`src/rtl/sseg_pkg.sv`:
```
// Shared seven-segment definitions: hex glyph table, segment bit positions
// and the scan FSM state type.
package sseg_pkg;

  localparam int SEG_LAST = 6;  // segments A..G occupy bits 0..SEG_LAST
  localparam int SEG_DP   = 7;

  typedef enum logic {
    ST_DEAD = 1'b0,
    ST_SHOW = 1'b1
  } sseg_state_e;

  // Entry n is the A..G pattern for hex digit n (entry 15 written first).
  localparam logic [15:0][6:0] SEG_TABLE = {
    7'h71, 7'h79, 7'h5E, 7'h39, 7'h7C, 7'h77, 7'h6F, 7'h7F,
    7'h07, 7'h7D, 7'h6D, 7'h66, 7'h4F, 7'h5B, 7'h06, 7'h3F
  };

endpackage

```
`src/rtl/sseg_hex_decode.sv`:
```
// Combinational hex nibble to seven-segment (A..G, active-high) decoder.
module sseg_hex_decode
  import sseg_pkg::*;
(
  input  logic [3:0] nibble_i,
  output logic [6:0] seg_o
);

  assign seg_o = SEG_TABLE[nibble_i];

endmodule

```
`src/rtl/sseg_scan_ctrl.sv`:
```
// Multiplexed seven-segment scan controller with dead time between digits
// and frame-synchronous (tear-free) double-buffered display updates.
module sseg_scan_ctrl
  import sseg_pkg::*;
#(
  parameter int NUM_DIGITS  = 4,
  parameter int REFRESH_DIV = 50000,
  parameter int DEAD_CYCLES = 16
) (
  input  logic                    clk,
  input  logic                    rst,
  input  logic [4*NUM_DIGITS-1:0] value,
  input  logic [NUM_DIGITS-1:0]   dp_mask,
  input  logic [NUM_DIGITS-1:0]   blank_mask,
  input  logic                    lz_en,
  input  logic                    load,
  output logic [7:0]              seg,
  output logic [NUM_DIGITS-1:0]   an,
  output logic                    frame_done,
  output sseg_state_e             dbg_state
);

  localparam int CNT_MAX = (REFRESH_DIV > DEAD_CYCLES) ? REFRESH_DIV : DEAD_CYCLES;
  localparam int CNT_W   = ($clog2(CNT_MAX) > 0) ? $clog2(CNT_MAX) : 1;
  localparam int IDX_W   = $clog2(NUM_DIGITS);

  localparam logic [CNT_W-1:0] DEAD_LAST    = CNT_W'(DEAD_CYCLES - 1);
  localparam logic [CNT_W-1:0] REFRESH_LAST = CNT_W'(REFRESH_DIV - 1);
  localparam logic [IDX_W-1:0] IDX_LAST     = IDX_W'(NUM_DIGITS - 1);

  sseg_state_e             state_q, state_d;
  logic [CNT_W-1:0]        cnt_q, cnt_d;
  logic [IDX_W-1:0]        idx_q, idx_d;
  logic                    wrap;

  logic [4*NUM_DIGITS-1:0] pend_val_q, act_val_q;
  logic [NUM_DIGITS-1:0]   pend_dp_q, act_dp_q;
  logic [NUM_DIGITS-1:0]   pend_blank_q, act_blank_q;
  logic                    pend_lz_q, act_lz_q;
  logic                    pend_vld_q;

  logic [7:0]              seg_q, seg_d;
  logic [NUM_DIGITS-1:0]   an_q, an_d;
  logic                    frame_done_q;

  logic [NUM_DIGITS-1:0]   dark;
  logic [3:0]              nib_sel;
  logic [6:0]              dec_seg;

  // Scan sequencing: DEAD gap, then SHOW one digit, then advance.
  always_comb begin
    state_d = state_q;
    cnt_d   = cnt_q + CNT_W'(1);
    idx_d   = idx_q;
    wrap    = 1'b0;
    case (state_q)
      ST_DEAD: begin
        if (cnt_q == DEAD_LAST) begin
          state_d = ST_SHOW;
          cnt_d   = '0;
        end
      end
      ST_SHOW: begin
        if (cnt_q == REFRESH_LAST) begin
          state_d = ST_DEAD;
          cnt_d   = '0;
          if (idx_q == IDX_LAST) begin
            idx_d = '0;
            wrap  = 1'b1;
          end else begin
            idx_d = idx_q + IDX_W'(1);
          end
        end
      end
      default: begin
        state_d = ST_DEAD;
        cnt_d   = '0;
      end
    endcase
  end

  // A digit is dark if blanked, or (with lz) if it and every higher nibble is zero.
  always_comb begin
    dark = '0;
    for (int i = 0; i < NUM_DIGITS; i++) begin
      dark[i] = act_blank_q[i] |
                (act_lz_q && (i != 0) && ((act_val_q >> (4 * i)) == '0));
    end
  end

  assign nib_sel = act_val_q[4*idx_d +: 4];

  sseg_hex_decode u_dec (
    .nibble_i (nib_sel),
    .seg_o    (dec_seg)
  );

  // Outputs are computed from next state so the registered pins line up
  // with the FSM state register.
  always_comb begin
    an_d  = '0;
    seg_d = '0;
    if (state_d == ST_SHOW) begin
      an_d = NUM_DIGITS'(1) << idx_d;
      if (!dark[idx_d]) begin
        seg_d[SEG_LAST:0] = dec_seg;
        seg_d[SEG_DP]     = act_dp_q[idx_d];
      end
    end
  end

  always_ff @(posedge clk or posedge rst) begin
    if (rst) begin
      state_q      <= ST_DEAD;
      cnt_q        <= '0;
      idx_q        <= '0;
      seg_q        <= '0;
      an_q         <= '0;
      frame_done_q <= 1'b0;
    end else begin
      state_q      <= state_d;
      cnt_q        <= cnt_d;
      idx_q        <= idx_d;
      seg_q        <= seg_d;
      an_q         <= an_d;
      frame_done_q <= wrap;
    end
  end

  // Shadow registers: a load on the wrap edge is kept for the following wrap.
  always_ff @(posedge clk or posedge rst) begin
    if (rst) begin
      pend_val_q   <= '0;
      pend_dp_q    <= '0;
      pend_blank_q <= '0;
      pend_lz_q    <= 1'b0;
      pend_vld_q   <= 1'b0;
      act_val_q    <= '0;
      act_dp_q     <= '0;
      act_blank_q  <= '0;
      act_lz_q     <= 1'b0;
    end else begin
      if (wrap && pend_vld_q) begin
        act_val_q   <= pend_val_q;
        act_dp_q    <= pend_dp_q;
        act_blank_q <= pend_blank_q;
        act_lz_q    <= pend_lz_q;
      end
      if (load) begin
        pend_val_q   <= value;
        pend_dp_q    <= dp_mask;
        pend_blank_q <= blank_mask;
        pend_lz_q    <= lz_en;
        pend_vld_q   <= 1'b1;
      end else if (wrap) begin
        pend_vld_q   <= 1'b0;
      end
    end
  end

  assign seg        = seg_q;
  assign an         = an_q;
  assign frame_done = frame_done_q;
  assign dbg_state  = state_q;

endmodule

```
`config.mk`:
```
export PLATFORM = sky130hd
export DESIGN_NAME = sseg_scan_ctrl
export DESIGN_NICKNAME = d
export VERILOG_FILES = /design/src/rtl/sseg_pkg.sv /design/src/rtl/sseg_hex_decode.sv /design/src/rtl/sseg_scan_ctrl.sv
export SDC_FILE = /design/constraint.sdc
export NUM_CORES = 1
export LEC_CHECK = 0
export CORE_MARGIN = 5
export CORE_UTILIZATION = 45
export CTS_CLUSTER_DIAMETER = 30
export CTS_CLUSTER_SIZE = 10
export DETAILED_ROUTE_END_ITERATION = 10
export GPL_TIMING_DRIVEN = 0
export PLACE_DENSITY = 0.66
export SKIP_CTS_REPAIR_TIMING = 1
export SLEW_MARGIN = 10
export SYNTH_ARGS = -nofsm -noshare
export SYNTH_HDL_FRONTEND = slang
export SYNTH_SLANG_ARGS = --single-unit
```
`constraint.sdc`:
```
create_clock -name clk -period 4.42 [get_ports clk]
set_input_delay 1.105 -clock clk [delete_from_list [all_inputs] [get_ports clk]]
set_output_delay 1.105 -clock clk [all_outputs]
set_load 0.02 [all_outputs]
```
==> PnR_summary.wiki <==
=== Synthesis and place and route ===
{| class="wikitable"
! Metric !! Value
|-
| Skew-Pair Late Insertion Delay || 0.36 ns
|-
| Count of pins on the block boundary || 42
|-
| TritonCTS clock tree || built
|-
| Global-route congestion overflow total || 0
|-
| Int Pwr || 1.09 mW
|-
| Area-dominant cell class after layout || sequential cells
|-
| Met2 Resource Use GR || 25.2%
|-
| Multi-input gate area || 0.00153 mm2
|-
| Highest achievable clock rate || 0.308 GHz
|-
| Synthesized netlist net count || 331
|-
| Ant. Diodes || 0
|-
| Run status || complete, no violations
|-
| Sequential group power || 0.793 mW
|-
| Gate count after technology mapping || 296
|-
| Max Clock Skew || 0.0132 ns
|-
| Count of clock buffers in the final design || 9
|-
| Largest registers || act_val_q x16, cnt_q x16, pend_val_q x16
|-
| Top cells by area, synth || sky130_fd_sc_hd__dfrtp_1 56%, sky130_fd_sc_hd__mux2_2 15%, sky130_fd_sc_hd__and3_1 2.4%
|-
| Flop share of the area || 46.6%
|-
| Top layer reached by signal wires || met4
|-
| Clock transition at the registers of the reported paths || 0.08 ns
|-
| Worst slew pin tran || 0.713 ns
|-
| Main power group || sequential cells
|-
| Number of CTS-inserted buffers || 9
|-
| Final hold violations || 0
|-
| Synthesis warning total || 0
|-
| Hold-critical path endpoint || cnt_q[0]
|-
| WP data required || 4.70 ns
|-
| Root cell of the clock tree || sky130_fd_sc_hd__clkbuf_8
|-
| Proportion of power drawn by combinational gates || 5.0%
|-
| Grt met3 use || 4.01%
|-
| Post-synth tally of flip-flops with integrated enable || 0
|-
| Static leakage || 2.03 nW
|-
| Number of ordinary inverters in the final layout || 10
|-
| Mux share of post-synthesis cell area || 15.2%
|-
| Critical path buffer and inverter count || 4
|-
| Setup crit start || cnt_q[0]
|-
| Hold depth || 1
|-
| Kind of capture point of the worst setup path || flop
|-
| Number of logged tool warnings || 30
|-
| Endpoint of the most critical register-to-register path || seg[0]
|-
| Clock-cell share of area || 4.44%
|-
| Number of fillers in the final layout || 717
|-
| Top cell area share || 56.2%
|-
| Most frequent cell after synthesis || sky130_fd_sc_hd__dfrtp_1
|-
| Starting Density || 45.7%
|-
| Buffers from clock root to sink, at most || 2
|}
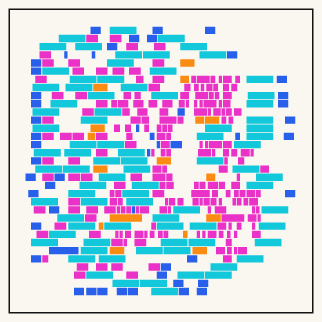
(cells coloured by class)
Drawn at 3 px/um.
| colour | class | cells | share of their area |
|---|---|---|---|
| orange | clock drivers and dummy loads | 16 | 4.6% |
| magenta | all other logic | 203 | 36% |
| blue | other buffers and delay cells | 51 | 11% |
| cyan | flip-flops | 83 | 48% |
Floorplan Core Area: 0.00809 mm2
final design utilization: 55.1%
summed area of non-filler cells in the final layout: 0.00446 mm2

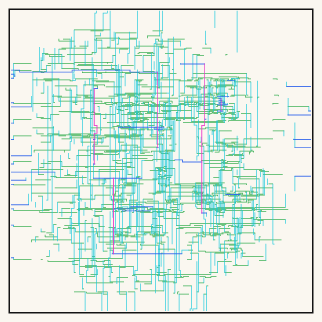
(metal layers overlaid)
Drawn at 3 px/um.
| colour | layer | wire length |
|---|---|---|
| green | met1 | 3080 um |
| magenta | met4 | 132 um |
| cyan | met2 | 3420 um |
| blue | met3 | 250 um |
overall track demand over capacity in global routing: 15.6%
average wire per standard cell: 15.0 um
wirelength, routed: 6880 um
via count: 2451

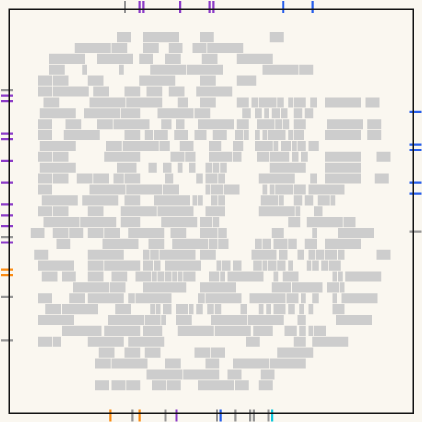
(ports around the boundary)
Drawn at 4 px/um. Pins as bars across the die edge, other pins in grey.
| colour | port | pins | direction | edge |
|---|---|---|---|---|
| orange | blank_mask | 4 | input | 2 bottom, 2 left |
| purple | value | 16 | input | 10 left, 5 top, 1 bottom |
| blue | seg | 8 | output | 5 right, 2 top, 1 bottom |
| cyan | frame_done | 1 | output | bottom |
all pins by edge: 16 left, 12 bottom, 8 top, 6 right
die height: 101 um
IO Port Bufs: 40

Power is estimated from default activity; no workload was simulated.
